--- src/rtl/mul_5bit_seq_if.sv ---
`default_nettype none
// ============================================================================
// Module      : mul_5bit_seq_if
// Description : Start/busy/done handshake bundle between decode and the
//               sequential multiplier (operands in, product and flags out).
// Revision    : 1.0 - initial release
// ============================================================================
interface mul_5bit_seq_if #(
  parameter int WIDTH = 5
);
  logic               start;
  logic [WIDTH-1:0]   a;
  logic [WIDTH-1:0]   b;
  logic               busy;
  logic               done;
  logic [2*WIDTH-1:0] product;
  logic               zf;
  logic               of;

  // Requester side: issues operands, observes status and result
  modport master (
    output start, a, b,
    input  busy, done, product, zf, of
  );

  // Multiplier side
  modport slave (
    input  start, a, b,
    output busy, done, product, zf, of
  );
endinterface
`default_nettype wire

--- src/rtl/mul_5bit_seq.sv ---
`default_nettype none
// ============================================================================
// Module      : mul_5bit_seq
// Description : Sequential 5-bit unsigned shift-and-add multiplier. One pass
//               through the 5-bit ripple adder per cycle, five iterations,
//               registered 10-bit product with zero / overflow flags.
//               Also contains the adder_5bit ripple stage it drives.
// Revision    : 1.0 - initial release
// ============================================================================

// ----------------------------------------------------------------------------
// adder_5bit : 5-bit ripple-carry adder with carry/sign/zero status outputs
// ----------------------------------------------------------------------------
module adder_5bit (
  input  logic [4:0] a,
  input  logic [4:0] b,
  input  logic       cin,
  output logic [4:0] s,
  output logic       cout,
  output logic       cf,
  output logic       sf,
  output logic       zf
);
  logic [5:0] w_carry;

  assign w_carry[0] = cin;

  // One full adder per bit, carry rippling upward
  generate
    for (genvar i = 0; i < 5; i++) begin : g_bit
      assign s[i]         = a[i] ^ b[i] ^ w_carry[i];
      assign w_carry[i+1] = (a[i] & b[i]) | (w_carry[i] & (a[i] ^ b[i]));
    end
  endgenerate

  assign cout = w_carry[5];
  assign cf   = w_carry[5];
  assign sf   = s[4];
  assign zf   = (s == 5'd0);
endmodule

// ----------------------------------------------------------------------------
// mul_5bit_seq : multi-cycle MUL unit
// ----------------------------------------------------------------------------
module mul_5bit_seq #(
  parameter int WIDTH = 5
) (
  input  logic          clk,
  input  logic          rst_n,
  mul_5bit_seq_if.slave bus
);
  localparam logic [1:0] S_IDLE = 2'd0;
  localparam logic [1:0] S_RUN  = 2'd1;
  localparam logic [1:0] S_DONE = 2'd2;

  // Final iteration happens when the counter reads this value
  localparam logic [2:0] LAST_ITER = 3'd4;

  logic [1:0]         r_state;
  logic [1:0]         w_state_next;

  logic [WIDTH-1:0]   r_m;
  logic [WIDTH-1:0]   r_a;
  logic [WIDTH-1:0]   r_q;
  logic               r_c;
  logic [2:0]         r_cnt;

  logic [2*WIDTH-1:0] r_product;
  logic               r_zf;
  logic               r_of;

  logic [WIDTH-1:0]   w_sum;
  logic               w_cout;
  logic [WIDTH:0]     w_ca;
  logic [WIDTH-1:0]   w_a_shift;
  logic [WIDTH-1:0]   w_q_shift;
  logic               w_last;

  // Partial-sum adder: A + M, no carry-in; status outputs are not needed here
  adder_5bit u_adder (
    .a    (r_a),
    .b    (r_m),
    .cin  (1'b0),
    .s    (w_sum),
    .cout (w_cout),
    .cf   (),
    .sf   (),
    .zf   ()
  );

  // Conditional add on Q[0], then logical right shift of {C,A,Q}.
  // The carry lands in A's MSB, so C is always zero between iterations.
  assign w_ca      = r_q[0] ? {w_cout, w_sum} : {r_c, r_a};
  assign w_a_shift = w_ca[WIDTH:1];
  assign w_q_shift = {w_ca[0], r_q[WIDTH-1:1]};
  assign w_last    = (r_cnt == LAST_ITER);

  // State register
  always_ff @(posedge clk or negedge rst_n) begin
    if (!rst_n) begin
      r_state <= S_IDLE;
    end else begin
      r_state <= w_state_next;
    end
  end

  // Next-state logic: start only matters in IDLE, DONE lasts one cycle
  always_comb begin
    w_state_next = r_state;
    case (r_state)
      S_IDLE:  if (bus.start) w_state_next = S_RUN;
      S_RUN:   if (w_last)    w_state_next = S_DONE;
      S_DONE:  w_state_next = S_IDLE;
      default: w_state_next = S_IDLE;
    endcase
  end

  // Status outputs decoded from the state register only
  always_comb begin
    bus.busy = 1'b0;
    bus.done = 1'b0;
    case (r_state)
      S_RUN:   bus.busy = 1'b1;
      S_DONE:  bus.done = 1'b1;
      default: ;
    endcase
  end

  // Datapath: latch operands on accept, iterate in RUN, publish result on last step
  always_ff @(posedge clk or negedge rst_n) begin
    if (!rst_n) begin
      r_m       <= '0;
      r_a       <= '0;
      r_q       <= '0;
      r_c       <= 1'b0;
      r_cnt     <= 3'd0;
      r_product <= '0;
      r_zf      <= 1'b1;
      r_of      <= 1'b0;
    end else begin
      case (r_state)
        S_IDLE: begin
          if (bus.start) begin
            r_m   <= bus.a;
            r_q   <= bus.b;
            r_a   <= '0;
            r_c   <= 1'b0;
            r_cnt <= 3'd0;
          end
        end
        S_RUN: begin
          r_a   <= w_a_shift;
          r_q   <= w_q_shift;
          r_c   <= 1'b0;
          r_cnt <= r_cnt + 3'd1;
          if (w_last) begin
            r_product <= {w_a_shift, w_q_shift};
            r_zf      <= ({w_a_shift, w_q_shift} == '0);
            r_of      <= |w_a_shift;
          end
        end
        default: ;
      endcase
    end
  end

  assign bus.product = r_product;
  assign bus.zf      = r_zf;
  assign bus.of      = r_of;
endmodule
`default_nettype wire

--- src/flat_wrapper.sv ---
// flat-port wrapper written by rule: the top's interface ports become plain ports
module mul_5bit_seq_flat 
#(
  parameter int WIDTH = 5
)
  (clk, rst_n, bus_start, bus_a, bus_b, bus_busy, bus_done, bus_product, bus_zf, bus_of);
  mul_5bit_seq_if #(.WIDTH(WIDTH)) bus_i ();
  input  logic clk;
  input  logic rst_n;
  input wire logic [$bits(bus_i.start)-1:0] bus_start;
  input wire logic [$bits(bus_i.a)-1:0] bus_a;
  input wire logic [$bits(bus_i.b)-1:0] bus_b;
  output wire logic [$bits(bus_i.busy)-1:0] bus_busy;
  output wire logic [$bits(bus_i.done)-1:0] bus_done;
  output wire logic [$bits(bus_i.product)-1:0] bus_product;
  output wire logic [$bits(bus_i.zf)-1:0] bus_zf;
  output wire logic [$bits(bus_i.of)-1:0] bus_of;
  assign bus_i.start = bus_start;
  assign bus_i.a = bus_a;
  assign bus_i.b = bus_b;
  assign bus_busy = bus_i.busy;
  assign bus_done = bus_i.done;
  assign bus_product = bus_i.product;
  assign bus_zf = bus_i.zf;
  assign bus_of = bus_i.of;
  mul_5bit_seq #(.WIDTH(WIDTH)) u_core (.clk(clk), .rst_n(rst_n), .bus(bus_i));
endmodule
--- config.mk ---
export PLATFORM = sky130hd
export DESIGN_NAME = mul_5bit_seq_flat
export DESIGN_NICKNAME = d
export VERILOG_FILES = /design/src/rtl/mul_5bit_seq_if.sv /design/src/rtl/mul_5bit_seq.sv /design/src/flat_wrapper.sv
export SDC_FILE = /design/constraint.sdc
export NUM_CORES = 1
export LEC_CHECK = 0
export CAP_MARGIN = 20
export CORE_ASPECT_RATIO = 1.5
export CORE_MARGIN = 4
export CORE_UTILIZATION = 45
export DETAILED_ROUTE_END_ITERATION = 12
export PLACE_DENSITY = 0.83
export SYNTH_ARGS = -nofsm -noshare
export SYNTH_HDL_FRONTEND = slang
export SYNTH_SLANG_ARGS = --single-unit
--- constraint.sdc ---
create_clock -name clk -period 2.8 [get_ports clk]
set_input_delay 0.84 -clock clk [delete_from_list [all_inputs] [get_ports clk]]
set_output_delay 0.84 -clock clk [all_outputs]
set_load 0.01 [all_outputs]
Fig. 1: run 1, clock wiring as the flow saved it
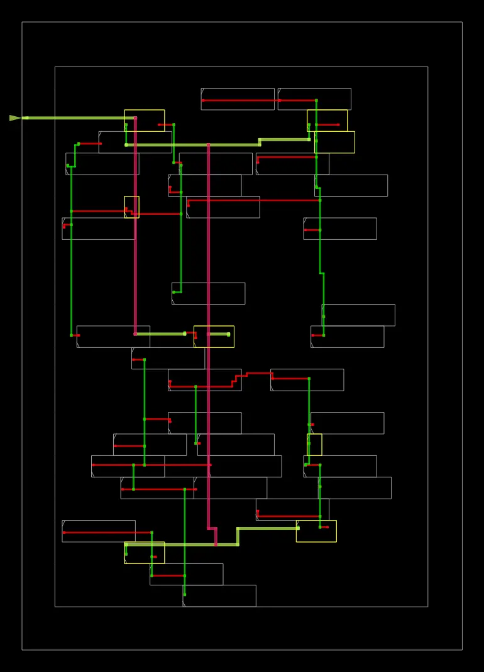
clk latency late pin: 0.29 ns
number of buffers inserted during clock tree synthesis: 5
Clock buffer cells: 6
final setup skew: 0.00424 ns

Fig. 2: run 1, a small window of the routed layout
The bar under the picture is 10 um long. Region (13, 25) to (43, 55) um. Cells in grey, sequential cells in the stronger grey; small squares are vias.
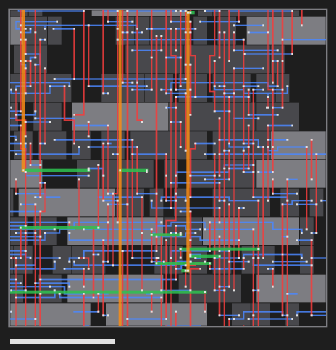
Key: M4 = orange; M2 = red; M3 = green; M1 = blue
Sequential cells in the window: 11. 70 logic cells have their middle in the window. Most frequent: nand2_1 (11), o21ai_0 (10), dfrtp_1 (10). Netlist names of flops here include `u_core.r_q` (3), `u_core.bus.product` (2), `u_core.r_a` (2).

==> results.txt, run 1 <==
impl run done, here's what came out: most instantiated flip-flop cell in the synthesis netlist=sky130_fd_sc_hd__dfrtp_1, width of the die=55.4 um, number of nets in the layout=189, post-synthesis share of cell area spent on and-or and or-and gates=13.8%, pin count of the biggest net entering global routing=33, number of standard cells after synthesis=134, setup-violating endpoint count in the final report=1, row count=25, startpoint of the lowest-slack register-to-register path=u_core.r_a[0], violations in the final reports=setup timing, post-synthesis cell count from yosys=134, Filler cells=275, crit path cell chain=ha_2 > inv_2 > fa_2 > inv_2 > fa_2 > fa_2 > fa_1 > nor4bb_2 > o2bb2ai_2 > a41o_1, CP Class=register to register, met1 capacity usage during global routing=16.2%, final critical-path share of the clock period=100%, biggest cell category by area in the final layout=sequential cells, Hold WC Path Type=register to register, slew at the pin closest to its max-slew limit=0.503 ns, Top Layer Used=met4, final worst slack=-0.00425 ns, Post-synth ARST share=100%, HPWL after DPL=2320 um, post-cts resize count=0, startpoint types=register, vertical die dimension=79.1 um, most common logic cells in the final layout=sky130_fd_sc_hd__dfrtp_1, sky130_fd_sc_hd__clkdlybuf4s50_1, sky130_fd_sc_hd__o21ai_0, sky130_fd_sc_hd__nand2_1, sky130_fd_sc_hd__mux2_2, Total Neg Setup Slack=-0.00425 ns, Largest register FFs=10, status=complete, but fails checks, Overall Global Routing Usage=15.9%, count of buffers added by post-CTS timing repair for setup=0, # hold bufs at CTS=0
Fig. 3: run 1, port wiring
The bar under the picture is 20 um long.
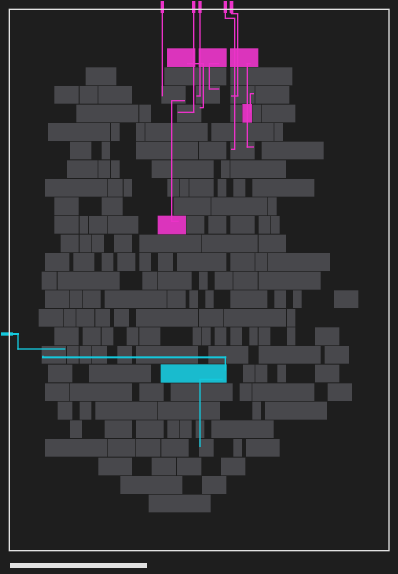
Key: `bus_zf` = cyan [bits 1, direction output, edge left, end cells 1, buffers 1, wire 51.6 um]; `bus_a` = magenta [bits 5, direction input, edge top, end cells 5, buffers 5, wire 131 um]

==> run 1 -> run 2 <==
--- a/config.mk
+++ b/config.mk
@@ -10,7 +10,8 @@
 export CORE_MARGIN = 4
 export CORE_UTILIZATION = 45
 export DETAILED_ROUTE_END_ITERATION = 12
-export PLACE_DENSITY = 0.83
+export DONT_BUFFER_PORTS = 1
+export PLACE_DENSITY = 0.72
 export SYNTH_ARGS = -nofsm -noshare
 export SYNTH_HDL_FRONTEND = slang
 export SYNTH_SLANG_ARGS = --single-unit
Fig. 4: run 2, port wiring
The bar under the picture is 20 um long.
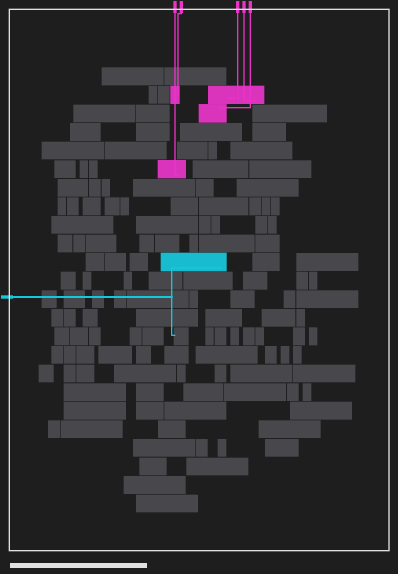
Key: `bus_a` = magenta [bits 5, direction input, edge top, end cells 5, buffers 0, wire 84.8 um]; `bus_zf` = cyan [bits 1, direction output, edge left, end cells 1, buffers 0, wire 40.9 um]

==> results.txt, run 2 <==
impl run done, here's what came out: most common logic cells in the final layout=sky130_fd_sc_hd__dfrtp_1, sky130_fd_sc_hd__o21ai_0, sky130_fd_sc_hd__nand2_1, sky130_fd_sc_hd__inv_1, sky130_fd_sc_hd__mux2_2, post-cts resize count=1, width of the die=55.4 um, final critical-path share of the clock period=97.6%, biggest cell category by area in the final layout=sequential cells, row count=25, Total Neg Setup Slack=0 ns, crit path cell chain=ha_1 > inv_1 > fa_1 > inv_1 > fa_2 > fa_2 > fa_1 > nor4bb_2 > o2bb2ai_2 > a41o_1, count of buffers added by post-CTS timing repair for setup=1, setup-violating endpoint count in the final report=0, slew at the pin closest to its max-slew limit=0.778 ns, HPWL after DPL=2170 um, status=complete, no violations, post-synthesis cell count from yosys=134, pin count of the biggest net entering global routing=33, startpoint of the lowest-slack register-to-register path=u_core.r_a[0], Post-synth ARST share=100%, clk latency late pin=0.28 ns, # hold bufs at CTS=0, post-synthesis share of cell area spent on and-or and or-and gates=13.8%, Top Layer Used=met4, met1 capacity usage during global routing=17.0%
Fig. 5: run 2, routed metal, one colour a layer
Only two layers are drawn.
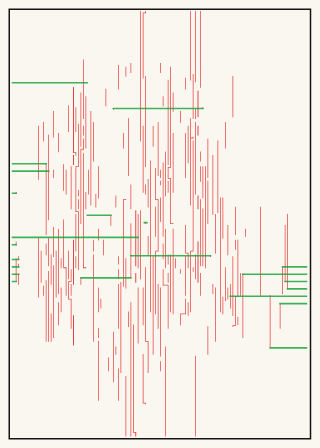
Key: M2 = red [wire length 1540 um]; M3 = green [wire length 150 um]

